**config.mk**
```make
export PLATFORM = sky130hd
export DESIGN_NAME = npc_ifu
export DESIGN_NICKNAME = d
export VERILOG_FILES = /design/src/rtl/npc_ifu.sv
export SDC_FILE = /design/constraint.sdc
export NUM_CORES = 1
export LEC_CHECK = 0
export ABC_AREA = 1
export CAP_MARGIN = 20
export CORE_MARGIN = 2
export CORE_UTILIZATION = 59
export CTS_CLUSTER_DIAMETER = 80
export CTS_CLUSTER_SIZE = 28
export DETAILED_ROUTE_END_ITERATION = 6
export GPL_TIMING_DRIVEN = 0
export PLACE_DENSITY = 0.86
export SLEW_MARGIN = 20
export SYNTH_ARGS = -nofsm -noshare
export SYNTH_HDL_FRONTEND = slang
export SYNTH_SLANG_ARGS = --single-unit
```
**constraint.sdc**
```tcl
create_clock -name clk -period 15.6 [get_ports clk]
set_input_delay 3.12 -clock clk [delete_from_list [all_inputs] [get_ports clk]]
set_output_delay 3.12 -clock clk [all_outputs]
set_load 0.1 [all_outputs]
```
**src/rtl/npc_ifu.sv**
```systemverilog
// Decoupled instruction fetch unit: one outstanding bus request, QDEPTH-entry {pc, inst} queue.
// Optional IFU_LINE_REUSE_EN keeps the upper word of a 64-bit response as a spare instruction.
module npc_ifu #(
    parameter int unsigned XLEN     = 64,
    parameter logic [63:0] RESET_PC = 64'h0000_0000_8000_0000,
    parameter int unsigned BUS_W    = 64,
    parameter int unsigned QDEPTH   = 4
) (
    input  logic             clk,
    input  logic             rst,
    input  logic             redirect_valid,
    input  logic [XLEN-1:0]  redirect_pc,
    output logic             mem_req_valid,
    input  logic             mem_req_ready,
    output logic [XLEN-1:0]  mem_req_addr,
    input  logic             mem_resp_valid,
    input  logic [BUS_W-1:0] mem_resp_data,
    output logic             inst_valid,
    input  logic             inst_ready,
    output logic [31:0]      inst,
    output logic [XLEN-1:0]  inst_pc,
    output logic             busy
);

    localparam int unsigned     PW        = $clog2(QDEPTH);
    localparam logic [PW:0]     Depth     = (PW+1)'(QDEPTH);
    localparam logic [XLEN-1:0] RstPc     = XLEN'(RESET_PC);
    localparam logic [XLEN-1:0] AlignMask = ~XLEN'(BUS_W / 8 - 1);

    typedef enum logic [1:0] {StReq, StWait, StDrop} state_e;

    state_e          state_q, state_d;
    logic [XLEN-1:0] fpc_q, fpc_d;
    logic [PW-1:0]   head_q, tail_q;
    logic [PW:0]     count_q;
    logic [31:0]     q_inst [QDEPTH];
    logic [XLEN-1:0] q_pc   [QDEPTH];

    logic        not_full;
    logic        resp_take;
    logic        spare_push;
    logic        push;
    logic        pop;
    logic [63:0] resp_ext;
    logic [31:0] resp_word;
    logic [31:0] push_inst;

    assign not_full  = count_q < Depth;
    // A response arriving with a redirect belongs to the old stream.
    assign resp_take = (state_q == StWait) && mem_resp_valid && !redirect_valid;
    assign resp_ext  = 64'(mem_resp_data);

    always_comb begin
        resp_word = resp_ext[31:0];
        if (BUS_W == 64 && fpc_q[2]) begin
            resp_word = resp_ext[63:32];
        end
    end

`ifdef IFU_LINE_REUSE_EN
    localparam bit Reuse = (BUS_W == 64);

    logic        spare_valid_q;
    logic [31:0] spare_q;

    assign spare_push = Reuse && spare_valid_q && (state_q == StReq) && not_full &&
                        !redirect_valid;
    assign push_inst  = spare_push ? spare_q : resp_word;

    always_ff @(posedge clk) begin
        if (rst || redirect_valid) begin
            spare_valid_q <= 1'b0;
        end else if (resp_take && Reuse && !fpc_q[2]) begin
            spare_valid_q <= 1'b1;
            spare_q       <= resp_ext[63:32];
        end else if (spare_push) begin
            spare_valid_q <= 1'b0;
        end
    end
`else
    assign spare_push = 1'b0;
    assign push_inst  = resp_word;
`endif

    assign push = resp_take || spare_push;
    assign pop  = inst_valid && inst_ready && !redirect_valid;

    // FSM: state register
    always_ff @(posedge clk) begin
        if (rst) begin
            state_q <= StReq;
        end else begin
            state_q <= state_d;
        end
    end

    // FSM: next state
    always_comb begin
        state_d = state_q;
        unique case (state_q)
            StReq: begin
                if (mem_req_valid && mem_req_ready) begin
                    state_d = StWait;
                end
            end
            StWait: begin
                if (mem_resp_valid) begin
                    state_d = StReq;
                end else if (redirect_valid) begin
                    state_d = StDrop;
                end
            end
            // A redirect here leaves the single stale response still to be swallowed.
            StDrop: begin
                if (mem_resp_valid) begin
                    state_d = StReq;
                end
            end
            default: state_d = StReq;
        endcase
    end

    // FSM: outputs
    always_comb begin
        mem_req_valid = (state_q == StReq) && not_full && !redirect_valid && !spare_push;
        busy          = (state_q != StReq);
    end

    always_comb begin
        fpc_d = fpc_q;
        if (redirect_valid) begin
            fpc_d = redirect_pc & ~XLEN'(3);
        end else if (push) begin
            fpc_d = fpc_q + XLEN'(4);
        end
    end

    always_ff @(posedge clk) begin
        if (rst) begin
            fpc_q <= RstPc;
        end else begin
            fpc_q <= fpc_d;
        end
    end

    assign mem_req_addr = fpc_q & AlignMask;

    always_ff @(posedge clk) begin
        if (rst || redirect_valid) begin
            head_q  <= '0;
            tail_q  <= '0;
            count_q <= '0;
        end else begin
            if (push) begin
                tail_q <= tail_q + PW'(1);
            end
            if (pop) begin
                head_q <= head_q + PW'(1);
            end
            count_q <= count_q + (PW+1)'(push) - (PW+1)'(pop);
        end
    end

    always_ff @(posedge clk) begin
        if (push) begin
            q_inst[tail_q] <= push_inst;
            q_pc[tail_q]   <= fpc_q;
        end
    end

    assign inst_valid = (count_q != '0);
    assign inst       = inst_valid ? q_inst[head_q] : '0;
    assign inst_pc    = inst_valid ? q_pc[head_q] : '0;

endmodule

```
**A small window of the routed layout**

Region (81, 119) to (111, 149) µm. Cells in gray, sequential cells in the stronger gray; small squares are vias.
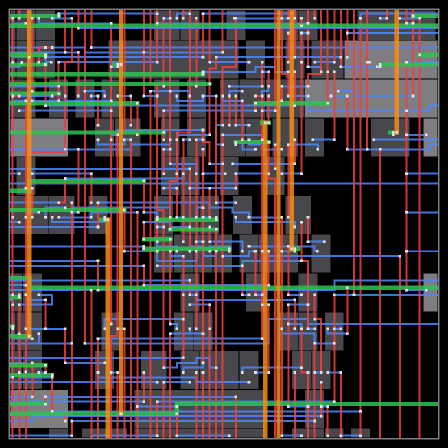
Red stands for metal 2. Green stands for metal 3. Blue stands for metal 1. Orange stands for metal 4.
Netlist names of flops here include `fpc_q` (2), `q_pc` (2). 81 logic cells have their middle in the window. Most frequent: nand2_1 (31), nor2_1 (21). Sequential cells in the window: 4.

**Congestion heat map**

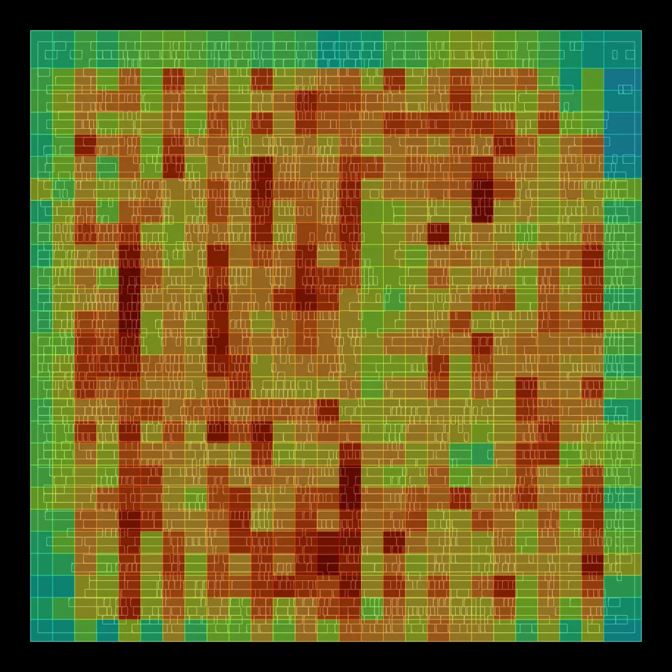
WL/cell: 20.8 µm
met2 GRT Util: 56.2%
grt met3 use: 4.66%
Total GRT Usage: 33.5%

==> Changelog: implementation <==
### Changed

* Final hold slack at around 0.53 ns
* FMAX at 126 MHz
* Worst setup EP type: primary output
* EDFF count, synth at about 380
* Cell count after synthesis at between 2000 and 2500
* Worst path slowest cell: clkdlybuf4s50_1
* Max-area cell share at 54.6%
* Post-Route Utilization at between 70 and 80%
* Area grow syn2layout at 21.8%
* Synth logic family: simple AND/OR/NAND/NOR gates
* Logic cell area at between 6000 and 7000 µm²
* Final Hold Vio Count at 0
* Delay-heaviest family, CP: buffers and inverters
* Ys async rst share at 0%
* R2R Path End: count_q[2]
* Mux area share at 0%
* Core Box Area at 34500 µm²
* FP Util at about 60%
* Chip area at 36500 µm²
* Initial antenna violation count at 0
* Setup repair after global routing missed its margin: no
* Final WS setup at 7.68 ns
* Post-Place Cells at 2967
* CP required at 12.48 ns
* Outcome: completed
* Max transition margin at 28.7%
* Setup_tns at 0 ns
* CTS root buffer: clkbuf_16
* Ys Warns at 0
* Crit path max fanout at 10
* Xor/xnor share at less than 1%
* Ant diodes at 0
* FP Rows at 68
* Post-CTS setup buffer count at 0
* Most common logic cell in the routed design: nor2_1
* Most frequent cells after synthesis: 520 x nor2_1, 387 x nand2_1, 376 x edfxtp_1
* Sequential power share at 60.2%
* Pre-antenna DRT Iters at 6
* Post-synth area hogs: edfxtp_1 55%, nor2_1 9.4%, dfxtp_1 7.1%
* Reg2reg setup slack at 12.94 ns
* Final Non-Filler Cells at between 3000 and 4000
* Routability Congestion at 0.999
* Clk_lat worst skew at 0.56 ns
* Placement Setup Slack at 7.71 ns
* Clk pwr at 0.641 mW
* CTS H-tree depth at 1
-- routing by layer --
layer	vias to the layer above	share of wire (%)	track usage [%]
met2	1066	48	56.2
li1	7952	-	-
met4	0	3.5	11.4
met5	-	0	0
met3	139	10	4.66
met1	8189	38	45.1
-- worst min-delay path, delay by kind of cell (launching register included) --
kind | cells | cell delay (ns)
flops | 1 | 0.34
simple gates | 1 | 0.09
compound gates | 1 | 0.06
-- final cells by class --
cell class	instances	area share, %
buffer	172	3.72
multi-input combinational	1468	26.1
timing repair buffer	303	12.9
clock inverter	2	0.109
tap	455	2.26
inverter	120	1.80
sequential	449	50.7
clock buffer	34	2.40
-- flip-flops by register name (all words and copies together) (netlist names), named ones only --
register,cells
q_pc,248
q_inst,128
fpc_q,62
count_q,3
head_q,2
state_q,2
tail_q,2
Power and IR drop assume default switching activity.
